Fig. 1: clock distribution
Drawn at 8 px/um.
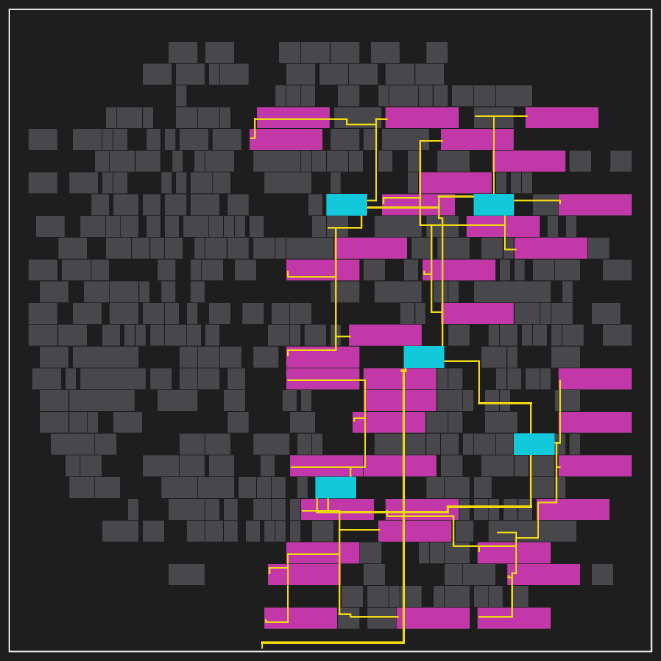
Fig. 2: the clock network
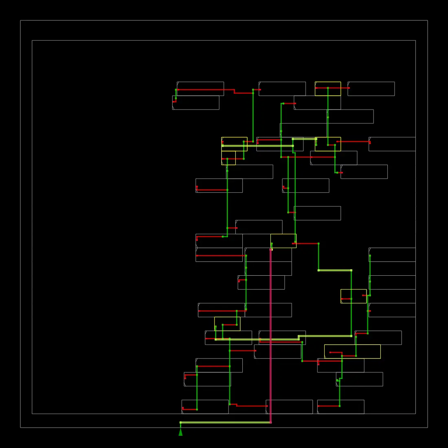
Fig. 3: cell area per tile
Drawn at 3 px/um. 8 x 8 tiles, from black (low) to pale yellow (high), 0 to 100% covered.
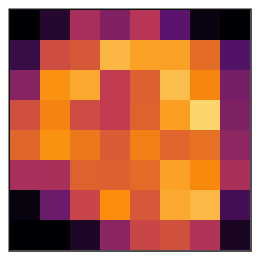
===== config.mk =====
export PLATFORM = sky130hd
export DESIGN_NAME = uart_tx_scheduler
export DESIGN_NICKNAME = d
export VERILOG_FILES = /design/src/rtl/uart_tx_scheduler_pkg.sv /design/src/rtl/uart_tx_scheduler_rr_arbiter.sv /design/src/rtl/uart_tx_scheduler.sv
export SDC_FILE = /design/constraint.sdc
export NUM_CORES = 1
export LEC_CHECK = 0
export CAP_MARGIN = 20
export CORE_MARGIN = 2
export CORE_UTILIZATION = 45
export CTS_CLUSTER_SIZE = 14
export DETAILED_ROUTE_END_ITERATION = 8
export HOLD_SLACK_MARGIN = 0.15
export PLACE_DENSITY = 0.73
export SKIP_CTS_REPAIR_TIMING = 1
export SKIP_LAST_GASP = 1
export SLEW_MARGIN = 20
export SYNTH_ARGS = -nofsm -noshare
export SYNTH_HDL_FRONTEND = slang
export SYNTH_SLANG_ARGS = --single-unit

===== constraint.sdc =====
create_clock -name clk -period 3.2 [get_ports clk]
set_input_delay 0.64 -clock clk [delete_from_list [all_inputs] [get_ports clk]]
set_output_delay 0.64 -clock clk [all_outputs]
set_load 0.1 [all_outputs]

===== src/rtl/uart_tx_scheduler_pkg.sv =====
// Shared definitions for the UART transmit scheduler: frame constants, FSM states
// and a small constant helper used when sizing counters.
package uart_pkg;

   localparam int UART_FRAME_BITS   = 10;
   localparam int UART_CLKS_PER_BIT = 5208;

   typedef enum logic [1:0] {
      IDLE  = 2'd0,
      START = 2'd1,
      WAIT  = 2'd2,
      GAP   = 2'd3
   } sched_state_t;

   function automatic int max_int(input int a, input int b);
      return (a > b) ? a : b;
   endfunction

endpackage


===== src/rtl/uart_tx_scheduler_rr_arbiter.sv =====
// Combinational arbiter: request vector + rotating pointer -> one-hot grant and index.
// With UART_SCHED_FIXED_PRIO_EN defined the pointer is ignored and the lowest index wins.
module rr_arbiter
   import uart_pkg::*;
#(
   parameter int NUM_REQ = 4
) (
   input  logic [NUM_REQ-1:0]         req,
   input  logic [$clog2(NUM_REQ)-1:0] ptr,
   output logic [NUM_REQ-1:0]         grant,
   output logic [$clog2(NUM_REQ)-1:0] grant_idx,
   output logic                       grant_valid
);

   localparam int IDX_W = $clog2(NUM_REQ);

`ifdef UART_SCHED_FIXED_PRIO_EN

   logic unused_ptr;
   assign unused_ptr = ^ptr;

   // Scan from the top down so the lowest set request is the last one written.
   always_comb begin
      grant       = '0;
      grant_idx   = '0;
      grant_valid = 1'b0;
      for (int i = NUM_REQ - 1; i >= 0; i--) begin
         if (req[i]) begin
            grant       = '0;
            grant[i]    = 1'b1;
            grant_idx   = IDX_W'(i);
            grant_valid = 1'b1;
         end
      end
   end

`else

   logic [IDX_W-1:0] idx;

   // Walk the rotated order backwards so the request nearest the pointer wins last.
   always_comb begin
      grant       = '0;
      grant_idx   = '0;
      grant_valid = 1'b0;
      idx         = '0;
      for (int i = NUM_REQ - 1; i >= 0; i--) begin
         idx = IDX_W'((int'(ptr) + i) % NUM_REQ);
         if (req[idx]) begin
            grant       = '0;
            grant[idx]  = 1'b1;
            grant_idx   = idx;
            grant_valid = 1'b1;
         end
      end
   end

`endif

endmodule


===== src/rtl/uart_tx_scheduler.sv =====
// Shares one UART transmitter between NUM_REQ byte producers and self-times each frame.
// Define UART_SCHED_FIXED_PRIO_EN for fixed (lowest index first) priority instead of round-robin.
module uart_tx_scheduler
   import uart_pkg::*;
#(
   parameter int NUM_REQ      = 4,
   parameter int CLKS_PER_BIT = UART_CLKS_PER_BIT,
   parameter int FRAME_BITS   = UART_FRAME_BITS,
   parameter int GAP_CYCLES   = 0
) (
   input  logic                       clk,
   input  logic                       rst,
   input  logic                       ena,
   input  logic [NUM_REQ-1:0]         req,
   input  logic [8*NUM_REQ-1:0]       req_data,
   output logic [NUM_REQ-1:0]         ack,
   output logic                       tx_start,
   output logic [7:0]                 tx_data,
   output logic [$clog2(NUM_REQ)-1:0] grant_id,
   output logic                       busy,
   output logic                       frame_done
);

   localparam int IDX_W        = $clog2(NUM_REQ);
   localparam int FRAME_CYCLES = CLKS_PER_BIT * FRAME_BITS;
   localparam int CNT_W        = max_int(max_int($clog2(FRAME_CYCLES), $clog2(GAP_CYCLES + 1)), 1);

   localparam logic [CNT_W-1:0] FRAME_LAST = CNT_W'(FRAME_CYCLES - 1);
   localparam logic [CNT_W-1:0] GAP_LAST   = CNT_W'((GAP_CYCLES > 0) ? GAP_CYCLES - 1 : 0);

   sched_state_t     state;
   logic [CNT_W-1:0] cnt;
   logic [NUM_REQ-1:0] win_grant;
   logic [IDX_W-1:0] win_idx;
   logic             win_valid;
   logic [IDX_W-1:0] arb_ptr;

`ifdef UART_SCHED_FIXED_PRIO_EN

   assign arb_ptr = '0;

`else

   localparam logic [IDX_W-1:0] LAST_IDX = IDX_W'(NUM_REQ - 1);

   logic [IDX_W-1:0] ptr;

   assign arb_ptr = ptr;

   // The pointer moves just past whoever won, so every requester gets a turn.
   always_ff @(posedge clk or posedge rst) begin
      if (rst) begin
         ptr <= '0;
      end else if (state == IDLE && ena && win_valid) begin
         ptr <= (win_idx == LAST_IDX) ? '0 : win_idx + 1'b1;
      end
   end

`endif

   rr_arbiter #(
      .NUM_REQ(NUM_REQ)
   ) u_arbiter (
      .req        (req),
      .ptr        (arb_ptr),
      .grant      (win_grant),
      .grant_idx  (win_idx),
      .grant_valid(win_valid)
   );

   // The transmitter has no busy flag, so the frame length is counted out here.
   always_ff @(posedge clk or posedge rst) begin
      if (rst) begin
         state      <= IDLE;
         cnt        <= '0;
         ack        <= '0;
         tx_start   <= 1'b0;
         tx_data    <= '0;
         grant_id   <= '0;
         busy       <= 1'b0;
         frame_done <= 1'b0;
      end else begin
         ack        <= '0;
         tx_start   <= 1'b0;
         frame_done <= 1'b0;
         case (state)
            IDLE: begin
               if (ena && win_valid) begin
                  tx_data  <= req_data[{win_idx, 3'b000} +: 8];
                  grant_id <= win_idx;
                  ack      <= win_grant;
                  busy     <= 1'b1;
                  state    <= START;
               end
            end
            START: begin
               tx_start <= 1'b1;
               cnt      <= FRAME_LAST;
               state    <= WAIT;
            end
            WAIT: begin
               if (cnt == '0) begin
                  frame_done <= 1'b1;
                  if (GAP_CYCLES > 0) begin
                     cnt   <= GAP_LAST;
                     state <= GAP;
                  end else begin
                     busy  <= 1'b0;
                     state <= IDLE;
                  end
               end else begin
                  cnt <= cnt - 1'b1;
               end
            end
            GAP: begin
               if (cnt == '0) begin
                  busy  <= 1'b0;
                  state <= IDLE;
               end else begin
                  cnt <= cnt - 1'b1;
               end
            end
            default: begin
               busy  <= 1'b0;
               state <= IDLE;
            end
         endcase
      end
   end

endmodule

==> results.txt <==
Observations from the implementation run.

GRT:
- The run puts the total global routing overflow at 0.
- Entering global routing, the biggest net connects 38 pins.
- Global route summary, busiest routing layer listed as met2.
- The run gives the met1 usage in global routing as 0.2679.

CTS:
- TritonCTS built the clock tree.
- The run puts the maximum clock path buffer count at 2.
- The tree is rooted in a clkbuf_8.
- The number of clock sinks came to 37.
- The run puts the total clock buffers created by CTS at 5.

Finish:
- The run puts the layout cell share with drive strength beyond 1 at 0.1787.
- The run puts the final sequential cell count at 37.
- The layout report lists the clock-cell share of area as 0.03601.
- By area, logic gates come first.
- The run gives the number of clock-tree buffers in the layout as 6.
- Leaving out the clock tree, the finished layout contains an inverter count of 13.
- The run gives the total of plain and repair buffers excluding clock buffers as 68.
- The run puts the antenna diode count at 0.
- The run gives the footprint of the multi-input gates as 1545 sq um.
- The run gives the fraction of area in registers as 0.2776.
- By instance count after routing, the leading logic cell types are nand2_1 (38), clkdlybuf4s50_1 (38), dfrtp_1 (37), buf_4 (30), nor3_1 (20).

Yosys:
- The run gives the share of synthesized registers carrying an async set or reset as 1.000.
- The synthesis report lists the Yosys warning total as 0.
- Among all flip-flop cells after synthesis, the most frequent one is dfrtp_1.
- The share of the Yosys chip area taken by registers is 0.3553.
- A synthesized cell averages 9.018 sq um.

Final timing:
- Counting pins that exceed their max-slew limit in the final report gives 0.
- The run gives the number of failing hold endpoints at the final stage as 0.
- Dividing the final minimum period by the clock period gives 0.8662.
- Summed over all failing endpoints, the final setup total negative slack is 0 ps.
- The run gives the shortest clock period the worst path allows after layout as 2772 ps.

Worst setup path:
- The run gives the combined buffer and inverter count along the critical path as 1.
- The worst register-to-register path depth is 8.
- The run gives the cell type of the slowest stage on the worst timing path as dfrtp_1.
- STA classifies the critical path startpoint as a flop.
- According to the timing report, the data required time at the worst endpoint equals 3370 ps.
- The run gives the capture point of the worst reg-to-reg path as tx_data[4]$_DFFE_PP0P_.
- The run gives the critical path class as flop to flop.
- The timing report lists the critical path depth as 8 cells.
- STA classifies the critical path endpoint as a flop.
- Per STA, the worst path is made up of inv_1, ha_1, mux4_2, nor2b_1, or2_1, and2_4, a211oi_1, o41ai_2.
- The run gives the worst reg-to-reg setup slack as 430 ps.

Power and ir drop:
- The run puts the power dissipated in combinational cells at 149 uW.
- The power report puts the net switching power at 241.3 uW.
- The run puts the cell-internal power at 795.8 uW.
- The run gives the worst ir drop on vdd as 271.0 uV.
- Of the total power, registers draw 0.451.
- The run gives the relative contribution of combinational cells to total power as 0.144.
- The run puts the static leakage at 0.001338 uW.

Min path:
- The run gives the worst min-delay path class as flop to flop.
- Hold analysis lists the worst path endpoint as busy$_DFFE_PP0P_.

Drt:
- The run gives the number of nets with antenna violations after routing as 0.
- The run gives the number of DRC markers in iteration 0 as 67.
- The run gives the number of design rule violations left after detail routing as 0.
- The run puts the wire length on met1 at 2806 um.
- Signal routing reaches up to met4.
- The run gives the wire length after detailed routing as 6148 um.
- The iteration count recorded for the first detailed-route pass is 4.
- The run gives the via count as 2,345.

Floorplanning:
- The run gives the I/O pin total as 56.
- In the floorplan report the effective utilization is 0.4704.
- The run gives the die extent in x as 80.10 um.
- The run gives the y dimension of the die as 80.10 um.

Place:
- The run gives the cell area after placement as 3216 sq um.
- Routability-driven placement finished with a final weighted congestion of 0.8526.
- The run puts the half-perimeter wire length after placement at 4607 um.
- The run gives the total of buffers placed on input and output ports as 55.

Job:
- The run gives the total number of warnings across the stage logs as 32.

Run status:
- The run finished with clean final reports.
Notes on Fig. 1 above:
legend:
  cyan:
    item: clock drivers
    count: 5
  magenta:
    item: flip-flops
    count: 37
  yellow:
    item: clock wires
    length: 460 um
routed clock nets: 6

Notes on Fig. 2 above:
clock latency reported for the late side of the worst-skew pair: 290 ps
skew final: 2.833 ps

Notes on Fig. 3 above:
emptiest ninth of the die: south-west
tiles over 75% full: 20%
nearly empty tiles: 6.2%

cell usage after synthesis, types with 3 or more instances:
master / count / area [sq um]
nor2_1: 17 / 63.81
xnor2_1: 7 / 61.31
nor3_1: 20 / 100.1
a31oi_1: 3 / 18.77
or4_1: 5 / 37.54
dfrtp_1: 37 / 925.9
mux2_2: 3 / 33.78
nand2_1: 38 / 142.6
o21ai_0: 7 / 35.03
and4_1: 3 / 26.28
a221oi_1: 5 / 43.79
a21oi_1: 7 / 35.03
o41ai_2: 7 / 113.9
nor2b_1: 7 / 43.79
o311ai_1: 4 / 35.03
xor2_1: 3 / 26.28
mux4_2: 3 / 67.56
o21ai_1: 4 / 20.02
or3_1: 5 / 31.28
inv_1: 13 / 48.80
clkbuf_1: 9 / 33.78
a211oi_1: 9 / 67.56
buf_2: 5 / 25.02
nand4_1: 3 / 18.77
nor4_1: 3 / 18.77
nand3_1: 17 / 85.08
o31ai_1: 5 / 37.54
mux2i_1: 7 / 70.07
ha_1: 8 / 100.1
stage by stage:
step,worst slack (ps),hold slack [ps],std cells
floorplan,338.2,445.3,289
global placement,264.2,464.8,411
detailed placement,189.0,467.7,411
CTS,469.9,484.2,419
global route,277.4,519.7,419
finish,428.2,481.5,419
cells by family after synthesis:
kind of cell / after synthesis / share of synthesized area
XOR/XNOR: 10 / 0.03361
adder cells (fa/ha/maj): 8 / 0.03841
AND-OR/OR-AND: 62 / 0.1992
buffers and inverters: 31 / 0.05569
flip-flops: 37 / 0.3553
AND/OR/NAND/NOR: 128 / 0.2521
multiplexers: 13 / 0.06577
state kept, by name, summed over array words and instances, names as in the netlist:
register,flops
ack,4
arb_ptr,2
busy,1
cnt,16
frame_done,1
grant_id,2
state,2
tx_data,8
tx_start,1
No activity file was given, so power comes from the tool's default toggle rates.
